File: config.mk
export PLATFORM = sky130hd
export DESIGN_NAME = multi_channel_timer
export DESIGN_NICKNAME = d
export VERILOG_FILES = /design/src/rtl/multi_channel_timer.sv
export SDC_FILE = /design/constraint.sdc
export NUM_CORES = 1
export LEC_CHECK = 0
export ABC_AREA = 1
export CAP_MARGIN = 20
export CORE_ASPECT_RATIO = 1.4
export CORE_MARGIN = 5
export CORE_UTILIZATION = 59
export DETAILED_ROUTE_END_ITERATION = 8
export PLACE_DENSITY = 0.85
export SYNTH_ARGS = -nofsm -noshare
export SYNTH_HDL_FRONTEND = slang
export SYNTH_SLANG_ARGS = --single-unit
File: constraint.sdc
create_clock -name clk -period 30.3 [get_ports clk]
set_input_delay 9.09 -clock clk [delete_from_list [all_inputs] [get_ports clk]]
set_output_delay 9.09 -clock clk [all_outputs]
set_load 0.01 [all_outputs]
File: src/rtl/multi_channel_timer.sv
// NCH independent period timers: programmable terminal count, periodic or one-shot,
// pause/resume, wide completed-period count; a global sync clears and re-arms all channels.
module multi_channel_timer #(
  parameter int CW  = 17,
  parameter int PW  = 48,
  parameter int NCH = 4
) (
  input  logic              clk,
  input  logic              rst,
  input  logic [NCH-1:0]    enable,
  input  logic [NCH-1:0]    oneshot,
  input  logic [NCH*CW-1:0] counter_max,
  input  logic              sync,
  output logic [NCH*CW-1:0] counter,
  output logic [NCH*PW-1:0] period,
  output logic [NCH-1:0]    period_done,
  output logic [NCH-1:0]    running
);

  typedef enum logic [1:0] {IDLE, RUN, HALT} state_t;

  for (genvar g = 0; g < NCH; g++) begin : g_ch
    state_t        state_q;
    logic [CW-1:0] cnt_q;
    logic [CW-1:0] max_q;
    logic [PW-1:0] per_q;
    logic          done_q;
    logic          run_q;

    always_ff @(posedge clk or posedge rst) begin
      if (rst) begin
        state_q <= IDLE;
        cnt_q   <= '0;
        max_q   <= '0;
        per_q   <= '0;
        done_q  <= 1'b0;
        run_q   <= 1'b0;
      end else begin
        max_q  <= counter_max[g*CW +: CW];
        done_q <= 1'b0;
        if (sync) begin
          // Sync wins over a coincident terminal: no pulse, no period increment.
          cnt_q <= '0;
          per_q <= '0;
          if (state_q == HALT) state_q <= IDLE;
        end else begin
          case (state_q)
            IDLE: begin
              if (enable[g]) begin
                state_q <= RUN;
                run_q   <= 1'b1;
              end
            end
            RUN: begin
              if (!enable[g]) begin
                state_q <= IDLE;
                run_q   <= 1'b0;
              end else if (cnt_q >= max_q) begin
                cnt_q  <= '0;
                done_q <= 1'b1;
                per_q  <= per_q + 1'b1;
                if (oneshot[g]) begin
                  state_q <= HALT;
                  run_q   <= 1'b0;
                end
              end else begin
                cnt_q <= cnt_q + 1'b1;
              end
            end
            HALT: begin
              if (!enable[g]) state_q <= IDLE;
            end
            default: begin
              state_q <= IDLE;
              run_q   <= 1'b0;
            end
          endcase
        end
      end
    end

    assign counter[g*CW +: CW] = cnt_q;
    assign period[g*PW +: PW]  = per_q;
    assign period_done[g]      = done_q;
    assign running[g]          = run_q;
  end

endmodule

==> job_summary.md, run 1 <==
## Implementation flow summary

| Metric | Value |
|---|---|
| Final non-filler cell total | around 3,700 |
| Ys async rst share | 100.0% |
| Reg2reg setup slack | between 20 and 30 ns |
| Final ANT Viol Nets | 0 |
| Yosys cell types | 48 |
| Clock Skew | ~0.03 ns |
| Clock root buffer | clkbuf_16 |
| Reg2reg start | g_ch[0].cnt_q[2] |
| Sum of negative setup slack | 0 ns |
| Max Fclk | slightly below 90 MHz |
| Chip area | between 0.04 and 0.05 sq mm |
| R2R depth | 12 |
| Synth Flop Type | dfrtp_1 |
| CTS tree | done |
| CP startpoint kind | primary input |
| Final hold vios | 0 |
| IO Pins | roughly 350 |
| Ys cells | approximately 2,900 |
| # DRC | 0 |
| Die Wd | approximately 170 um |
| RSZ-0062 raised after global routing | no |
| Setup bufs post-CTS | 0 |
| GRT overflow | 0 |
| First-pass GRT wire length | 108,400 um |
| Vias in the first global route | 20,920 |
| Placed cell areas | ~0.025 sq mm |
| Worst Tran Pin Value | 1.109 ns |
| Core Rows | 82 |
| Slew Limit Fails | 0 |
| Port Buf Inserts | approximately 350 |
| Seq share, synth | 39.96% |
| Ys flops | ~340 |
| Largest net degree at the start of global routing | ~170 |
| Post-synth top area share | 39.96% |
| Power density cells | 40.58 mW/mm^2 |
| Crit path from | enable[0] |
| Gr usage total | 32.82% |
| Core Util at FP | roughly three fifths |
| Routed vias | between 20,000 and 25,000 |
| Top cell type by total area after synthesis | dfrtp_1 |
| Layout cell share with drive strength beyond 1 | 4.901% |
| Hold path endpoint | g_ch[0].run_q |
| Stage-log warning count | 32 |
| Max-Cap Viols | 0 |
| WL final | 67,710 um |
| Post-CTS Resized | 0 |
| Post-route cell area | 0.02649 sq mm |
| Clk sinks | roughly 340 |
| Mapped cell area | 0.02154 sq mm |
| Initial antenna violation count | 0 |
| Routability Congestion | between 0.9 and 1 |
| Area Overhead vs Synth | 23.00% |
| Reg2reg end | g_ch[0].per_q[14] |
| Mapped Cells | ~2,900 |
| Setup crit end kind | flop |
| Main area contributors | dfrtp_1, nand2_1, nor2_1 |
| Power, Total | around 1.1 mW |
| List of most frequent post-synthesis cells | nand2_1, nor2_1, dfrtp_1, nand3_1, inv_1 |
| Outcome | completed |
| Nets | between 3,000 and 4,000 |
| Yosys Warn Count | 0 |
| Placed Cells | ~3,600 |
| Late-Pin Clk Latency | roughly 0.55 ns |
| Max Root-Sink Buffers | 3 |
| Hold Startpoint | g_ch[0].run_q |
| N_diodes | 0 |
| Peak VDD IR | 0.00005157 V |
| WL per Instance | about 18 um |
| Worst Path Arrival | 11.77 ns |
| Hold Crit Depth | 2 |
| CP Max Fanout | 57 |
| Rel. slew slack | 26.05% |
| CTS buffer count | 37 |
| Kind of critical path | in2reg |
==> run 1: cells by family after synthesis <==
logic type	after synthesis	synth area share, %
xor+xnor	198	8.051
fa+ha+maj	76	4.414
buf+inv	362	7.150
flops	344	39.96
compound gates	220	6.192
simple gates	1692	34.23
==> run 1: per-layer routing <==
layer	part of all wire, %	track usage, %
met5	0	0
met4	4.8	13.93
met3	7.3	5.645
met2	50	56.80
met1	38	40.02
==> run 1: area by class of cell <==
type | instances | area (sq um)
clock buffers | 45 | 1028
clock inverters | 23 | 287.8
fillers | 2845 | 9415
inverters | 272 | 1033
multi-input cells | 2186 | 11390
flip-flops and latches | 344 | 8608
well taps | 462 | 578.1
repair buffers | 354 | 3566
==> run 1: flip-flops by register name, indices dropped and copies added (netlist names) <==
signal / count
g_ch.per_q: 192
g_ch.cnt_q: 68
g_ch.max_q: 68
g_ch.state_q: 8
g_ch.done_q: 4
g_ch.run_q: 4
==> run 1: through the flow <==
step	worst slack, ns	util [%]	hold WS [ns]
floorplan	11.67	-	0.4424
global placement	18.63	69.98	0.4564
detailed placement	18.46	69.98	0.4695
CTS	19.01	73.65	0.4848
global route	18.72	73.78	0.5223
finish	18.96	73.78	0.4772
==> run 1: cells in the final DEF (no fill, tap or decap), types with 4 or more instances in the layout <==
cell,instances
nand2_1,774
nor2_1,439
clkdlybuf4s50_1,345
dfrtp_1,344
nand3_1,271
inv_1,259
xor2_1,184
o21ai_0,82
ha_1,76
nand4_1,61
nor3_1,43
nand3b_1,40
clkbuf_16,39
a21oi_1,31
o21ai_1,30
o31ai_1,28
o22ai_1,22
nand3_2,21
xnor2_1,14
nor2_2,13
inv_2,11
o31ai_2,11
clkinv_2,9
nand2_2,7
nor3_2,7
clkinvlp_4,6
bufinv_16,6
buf_4,6
nor4_1,5
nor2_4,4
==> run 1: power breakdown <==
group	switching [mW]	internal [mW]	total [mW]
Clock	0.197	0.295	0.492
Sequential	0.0107	0.472	0.483
Combinational	0.0657	0.0343	0.100
==> run 1: critical path, stage by stage <==
cell and delay, ns:
clkdlybuf4s50_1 0.46, nand2_1 0.14, inv_1 0.09, nand2_2 0.63
nand2_2 0.83, o21ai_0 0.46
==> run 1: worst max path at each step <==
| stage | slack (ns) | cells after the start | end |
|---|---|---|---|
| final | 18.96 | 6 | g_ch[0].per_q[14] |
| after global routing | 18.72 | 6 | g_ch[0].per_q[8] |
| after CTS | 19.01 | 6 | g_ch[0].per_q[14] |
| after detailed placement | 18.46 | 6 | g_ch[0].per_q[14] |
| after global placement | 18.63 | 7 | g_ch[0].per_q[2] |
| after floorplan | 11.67 | 1 | g_ch[0].cnt_q[0] |
Run 1, routed clock nets over the placement:
The bar under the picture is 50 um long.
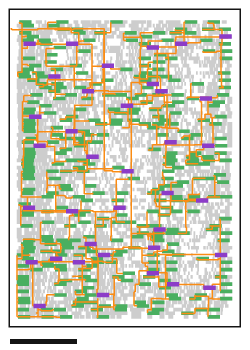
[clock-net drivers] purple | count: 37
[clock wires] orange | length: 4,560 um
[flip-flops] green | count: 344
routed clock nets	38
flops lie	all over the die

Run 1, cell classes on the final placement:
The bar under the picture is 50 um long.
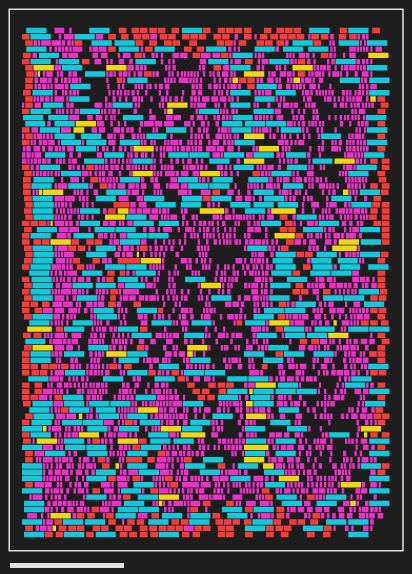
class	colour	cells	share of their area
clock drivers and dummy loads	yellow	68	5.1%
registers	cyan	344	33%
remaining buffers and delay cells	red	354	14%
remaining logic cells	magenta	2,458	48%

Run 1, power grid:
Pins as bars on the die edge. Tap cells in grey.
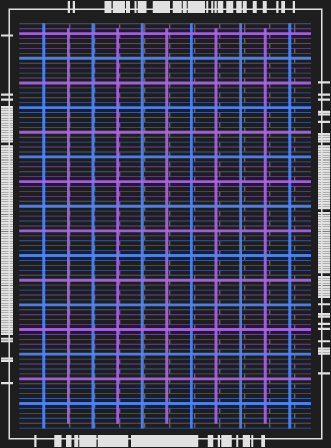
net	colour
VDD	purple
VSS	blue
met4 straps	11
met1 rails	83
tap cells	462
met5 straps	16
signal pins	347
Die Ht: 236.1 um
core footprint: 0.03591 sq mm

Run 1, clock nets:
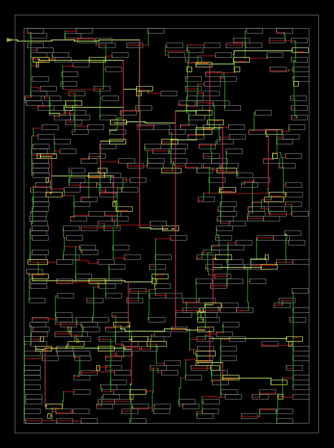

==> inputs of run 2 (changes only) <==
CORE_UTILIZATION = 50   (was 59)
PLACE_DENSITY = 0.76   (was 0.85)
clock period = 9.2 ns   (was 30.3 ns; I/O delays follow)
Run 2, clock nets:
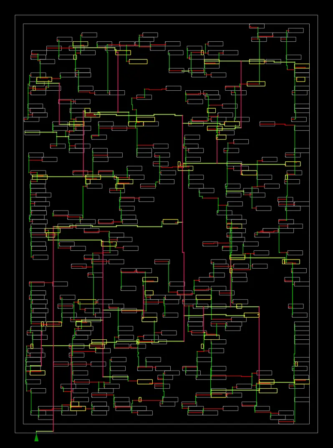
clk sinks: 344
Clock Skew: 0.02606 ns
flop count: 344

Run 2, cell classes on the final placement:
The bar under the picture is 50 um long.
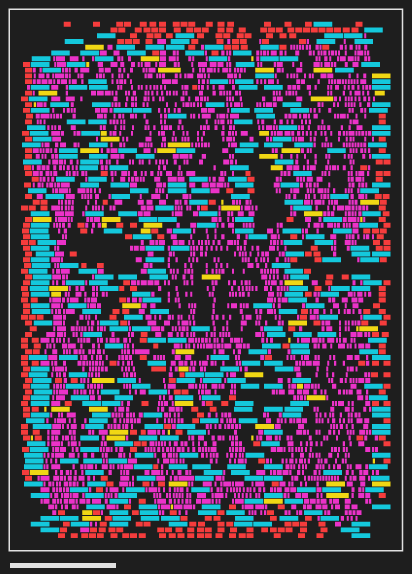
class	colour	cells	share of their area
clock drivers and dummy loads	yellow	66	4.9%
remaining logic cells	magenta	2,458	48%
remaining buffers and delay cells	red	356	14%
registers	cyan	344	33%
post-route cell area: 0.02655 sq mm
flop share of the area: 32.43%

==> job_summary.md, run 2 <==
## Implementation flow summary

| Metric | Value |
|---|---|
| Largest reg by FF count | g_ch.per_q |
| Vias in the first global route | 20,480 (-2.1%) |
| Met3 WL post-DR | 4277 um (-14%) |
| Final ANT Viol Nets | 0 (unchanged) |
| Outcome | completed |
| Core Util at FP | 50.21% (-9.8 points) |
| Simple share | 34.23% (unchanged) |
| Setup crit end kind | flop |
| DR top layer | met4 |
| Mapped cell area | 0.02154 sq mm (unchanged) |
| Initial antenna violation count | 1 (+1) |
| Slew Limit Fails | 0 (unchanged) |
| CP max stage delay | 0.73 ns (-0.10 ns) |
| Port Buf Inserts | 346 (unchanged) |
| WL per Instance | 17.56 um (-4.4%) |
| RSZ-0062 raised after global routing | no |
| Biggest registers after layout | g_ch.per_q (192), g_ch.cnt_q (68), g_ch.max_q (68) |
| Routed vias | 20,520 (-2.4%) |
| Clock root buffer | clkbuf_16 |
| Final hold vios | 0 (unchanged) |
| CP startpoint kind | primary input |
| Power density cells | 131.8 mW/mm^2 (+220%) |
| Internal Power | 2.621 mW (+230%) |
| Mapped Cells | 2,892 (unchanged) |
| GRT overflow | 0 (unchanged) |
| XORs/XNORs by Area | 8.051% (unchanged) |
| Rel. slew slack | 32.15% (+6.1 points) |
| Max-Cap Viols | 0 (unchanged) |
| Yosys cell types | 48 (unchanged) |
| Yosys Warn Count | 0 (unchanged) |
| Sw frac | 25.11% (-0.36 points) |
| Clock share of power | 45.4% (-0.4 points) |
| Seq share, synth | 39.96% (unchanged) |
| Largest net degree at the start of global routing | 123 (-28%) |
| Metal1 wirelength | 25,910 um (+1.4%) |
| Nets | 3,353 (+0.090%) |
| Worst Path Arrival | 5.64 ns (-6.13 ns) |
Run 2, gate-type map:
The bar under the picture is 50 um long.
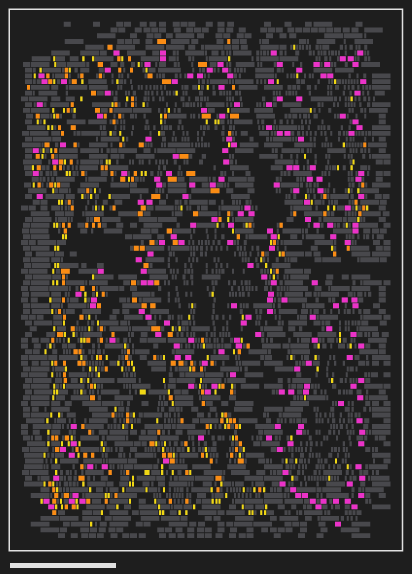
family	colour	cells	most used
aoi and oai cells	orange	215	o21ai_0
inv cells	yellow	272	inv_1
xor and xnor cells	magenta	198	xor2_1
logic share of the area: 42.91%
Commonest Layout Cell: nand2_1
final non-filler cell total: 3,777

-- run 2: power groups by stage --
stage | Combinational (mW) | Sequential, mW | Clock [mW]
finish | 0.320 | 1.59 | 1.59
global placement | 0.308 | 1.62 | 0
global route | 0.360 | 1.60 | 1.69
floorplan | 0.209 | 1.61 | 0
detailed placement | 0.321 | 1.62 | 0
CTS | 0.323 | 1.59 | 1.62
-- run 2: cell families after synthesis --
group                    count (synthesis)
AND/OR/NAND/NOR                       1692
buffers and inverters                  362
flip-flops                             344
AND-OR/OR-AND                          220
XOR/XNOR                               198
adder cells (fa/ha/maj)                 76
-- run 2: path summary, 6_finish.rpt --
path / to / cells past startpoint / startpoint / slack, ns
max in group asynchronous: g_ch[0].per_q[16] / 3 / rst / 5.09
max reg2reg: g_ch[0].per_q[2] / 13 / g_ch[0].cnt_q[12] / 5.58
min reg2reg: g_ch[0].run_q / 2 / g_ch[0].run_q / 0.47
min in group asynchronous: g_ch[3].cnt_q[5] / 2 / rst / 2.69
min: g_ch[0].run_q / 2 / g_ch[0].run_q / 0.47
max: g_ch[0].per_q[2] / 6 / sync / 3.95
-- run 2: worst register-to-register path, delay by kind of cell (launching register included) --
kind | cells | cell delay [ns]
AND/OR/NAND/NOR | 9 | 2.40
AND-OR/OR-AND | 2 | 0.20
buffers and inverters | 1 | 0.06
adder cells (fa/ha/maj) | 1 | 0.34
flip-flops | 1 | 0.44
-- run 2: final cells by class --
class,instances,share of cell area [%]
Sequential cell,344,32.43
Clock buffer,56,4.063
Antenna cell,1,0.009426
Timing Repair Buffer,356,13.37
Clock inverter,10,0.7400
Multi-Input combinational cell,2186,42.91
Inverter,272,3.879
Tap cell,552,2.602
-- run 2: routing by layer --
| metal | vias up | track usage, % |
|---|---|---|
| met2 | 683 | 48.93 |
| met5 | - | 0 |
| met4 | 0 | 9.404 |
| met1 | 9750 | 32.90 |
| met3 | 140 | 5.729 |
| li1 | 9946 | - |
-- run 2: per-stage QoR --
step / cell area, sq um / utilization, % / worst slack [ns] / hold WS [ns] / std cells
finish: 26550 / 61.88 / 3.947 / 0.4708 / 3777
global route: 26550 / 61.88 / 3.722 / 0.5266 / 3777
detailed placement: 25270 / 58.90 / 3.409 / 0.4598 / 3710
global placement: 25270 / 58.90 / 3.551 / 0.4614 / 3710
CTS: 26540 / 61.87 / 4.002 / 0.4832 / 3776
floorplan: 21540 / - / 1.838 / 0.4424 / 2892
Run 2, routed clock nets over the placement:
The bar under the picture is 50 um long.
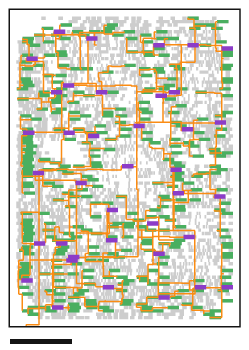

==> inputs of run 3 (changes only) <==
CORE_UTILIZATION = 55   (was 50)
PLACE_DENSITY = 0.8   (was 0.76)
clock period = 5.5 ns   (was 9.2 ns; I/O delays follow)
Run 3, routed clock nets over the placement:
The bar under the picture is 50 um long.
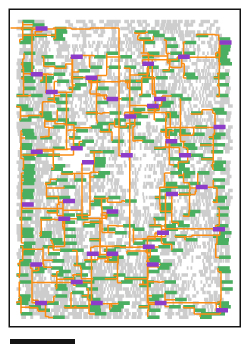
[clock wires] orange | length: 4,530 um
[flip-flops] green | count: 344
[clock-net drivers] purple | count: 37
flops lie	all over the die
clock share of power: 43.3%
P_clk: 2.44 mW
Late-Pin Clk Latency: 0.55 ns

Run 3, cell classes on the final placement:
The bar under the picture is 50 um long.
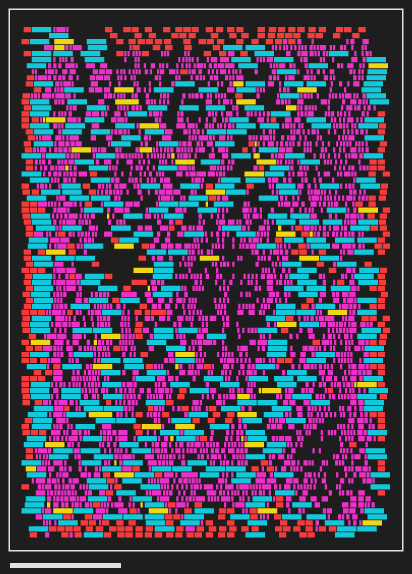
class	colour	cells	share of their area
remaining logic cells	magenta	2,458	48%
remaining buffers and delay cells	red	359	14%
registers	cyan	344	33%
clock drivers and dummy loads	yellow	64	4.5%

Run 3, power grid:
Pins as bars on the die edge. Tap cells in grey.
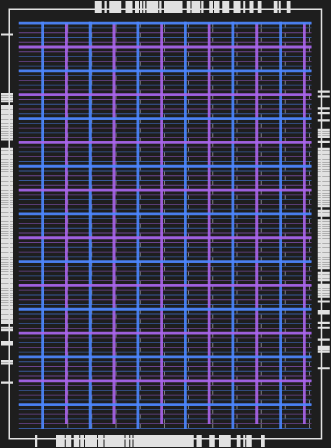
net	colour
VDD	purple
VSS	blue
met1 rails	86
tap cells	522
signal pins	347
met5 straps	17
Die Ht: 244.2 um
Peak VDD IR: 0.0002480 V
Die Wd: 177.3 um
core footprint: 0.03861 sq mm

==> job_summary.md, run 3 <==
## Implementation flow summary

| Metric | Value |
|---|---|
| Outcome | completed |
| GRT overflow | 0 (unchanged) |
| H-tree depth | 2 |
| DPL Wire Length | slightly below 50,000 um |
| Setup crit end kind | flop |
| Yosys chip area | between 0.02 and 0.025 sq mm |
| Clk sinks | 344 (unchanged) |
| CP max stage delay | 0.52 ns (-0.21 ns) |
| Clock Skew | 0.02488 ns (-0.001184 ns) |
| Vias in the first global route | 20,660 (+0.89%) |
| Reg2reg start | g_ch[0].cnt_q[2] |
| Top cell type by total area after synthesis | dfrtp_1 |
| Rel. slew slack | 36.75% (+4.6 points) |
| HP Class | reg2reg |
| Layout Utilization | 68.47% (+6.6 points) |
| Sw frac | 25.69% (+0.58 points) |
| Internal Power | 4.186 mW (+60%) |
| Mean Syn Cell Area | 7.448 sq um |
| Cell mode on critical path | nand2_2 |
| Initial antenna violation count | 3 (+2) |
| Yosys cell types | 48 (unchanged) |
| Fillers | 3,253 |
| Seq share, synth | 39.96% (unchanged) |
| Reg clk slew, reported paths | 0.06 ns |
| Final ANT Viol Nets | 0 (unchanged) |
| Core Util at FP | 55.80% (+5.6 points) |
| Placed Cells | 3,683 (-0.73%) |
| Biggest registers after layout | g_ch.per_q (192), g_ch.cnt_q (68), g_ch.max_q (68) |
| Post-route cell area | 0.02643 sq mm (-0.42%) |
| CP startpoint kind | primary input |
| Mapped Cells | 2,892 (unchanged) |
| Switching Power | 1.447 mW |
| Hold Crit Depth | 2 (unchanged) |
| Final non-filler cell total | 3,750 (-0.71%) |
| Final hold vios | 0 (unchanged) |
| Nets | 3,355 (+0.060%) |
| Placed cell areas | 0.02527 sq mm (about the same) |
| Minimum clock period after layout | 3.456 ns |
| Synth Flop Type | dfrtp_1 |
| # DRC | 0 |
| WL per Instance | 17.63 um (+0.36%) |
| Worst Path Arrival | 3.84 ns (-1.80 ns) |
| Slew Limit Fails | 0 (unchanged) |
| Port Buf Inserts | 346 (unchanged) |
| Clock root buffer | clkbuf_16 |
| Top Layout Cells | nand2_1, nor2_1, clkdlybuf4s50_1 |
| Max-Cap Viols | 0 (unchanged) |
| Max Root-Sink Buffers | 3 |
| Crit path from | enable[0] |
| Routed vias | 20,600 (+0.39%) |
| Power density cells | 213.1 mW/mm^2 (+62%) |
| Yosys Warn Count | 0 (unchanged) |
| Mapped cell area | 0.02154 sq mm (unchanged) |
| R2R depth | 13 (unchanged) |
| CTS Hold Bufs | 0 |
| Commonest Layout Cell | nand2_1 |
| Hold Startpoint | g_ch[0].run_q |
| Largest reg by FF count | g_ch.per_q |
| RSZ-0062 raised after global routing | no |
| Largest net degree at the start of global routing | 109 (-11%) |
-- run 3: worst paths after layout --
kind / to / slack (ns)
setup / recovery: g_ch[0].per_q[12] / 2.04
hold / removal: g_ch[0].run_q / 0.48
setup reg to reg: g_ch[0].per_q[12] / 2.31
hold reg to reg: g_ch[0].run_q / 0.48
max in group asynchronous: g_ch[3].max_q[9] / 3.07
min in group asynchronous: g_ch[1].cnt_q[9] / 1.42
-- run 3: cell type report --
cell class,instances,share of cell area [%]
tap,522,2.471
sequential,344,32.56
inverter,272,3.895
antenna,3,0.02840
multi-input combinational,2186,43.10
clock inverter,13,0.5349
timing repair buffer,359,13.56
clock buffer,51,3.853
-- run 3: cell families after synthesis --
logic type	share of synthesized area (%)
buf+inv	7.150
xor+xnor	8.051
compound gates	6.192
fa+ha+maj	4.414
simple gates	34.23
flops	39.96
-- run 3: worst max-delay path, delay by kind of cell --
family / cells / cell delay (ns)
AND-OR/OR-AND: 1 / 0.18
buffers and inverters: 3 / 1.11
AND/OR/NAND/NOR: 3 / 0.82
-- run 3: metal layers --
layer	vias up	track usage [%]	share of wire, %
met5	-	0	0
met4	0	11.91	4.2
met3	161	5.562	6.8
met2	770	53.60	51
met1	9714	36.00	38
li1	9955	-	-
-- run 3: metrics by stage --
step | hold WS, ns | setup WS [ns] | setup TNS [ns]
final | 0.4781 | 2.044 | 0
after floorplan | 0.4424 | -0.7525 | -258.86
after global routing | 0.5222 | 1.867 | 0
after detailed placement | 0.4652 | 1.515 | 0
after CTS | 0.4804 | 2.105 | 0
after global placement | 0.4580 | 1.652 | 0
-- run 3: power groups by stage --
stage          logic (mW)  clock network (mW)  registers (mW)
5_1_grt             0.609                2.58            2.66
6_report            0.538                2.44            2.66
4_1_cts             0.541                2.49            2.66
3_5_place_dp        0.538                   0            2.70
3_3_place_gp        0.520                   0            2.70
2_1_floorplan       0.349                   0            2.69
Power is estimated from default activity; no workload was simulated.
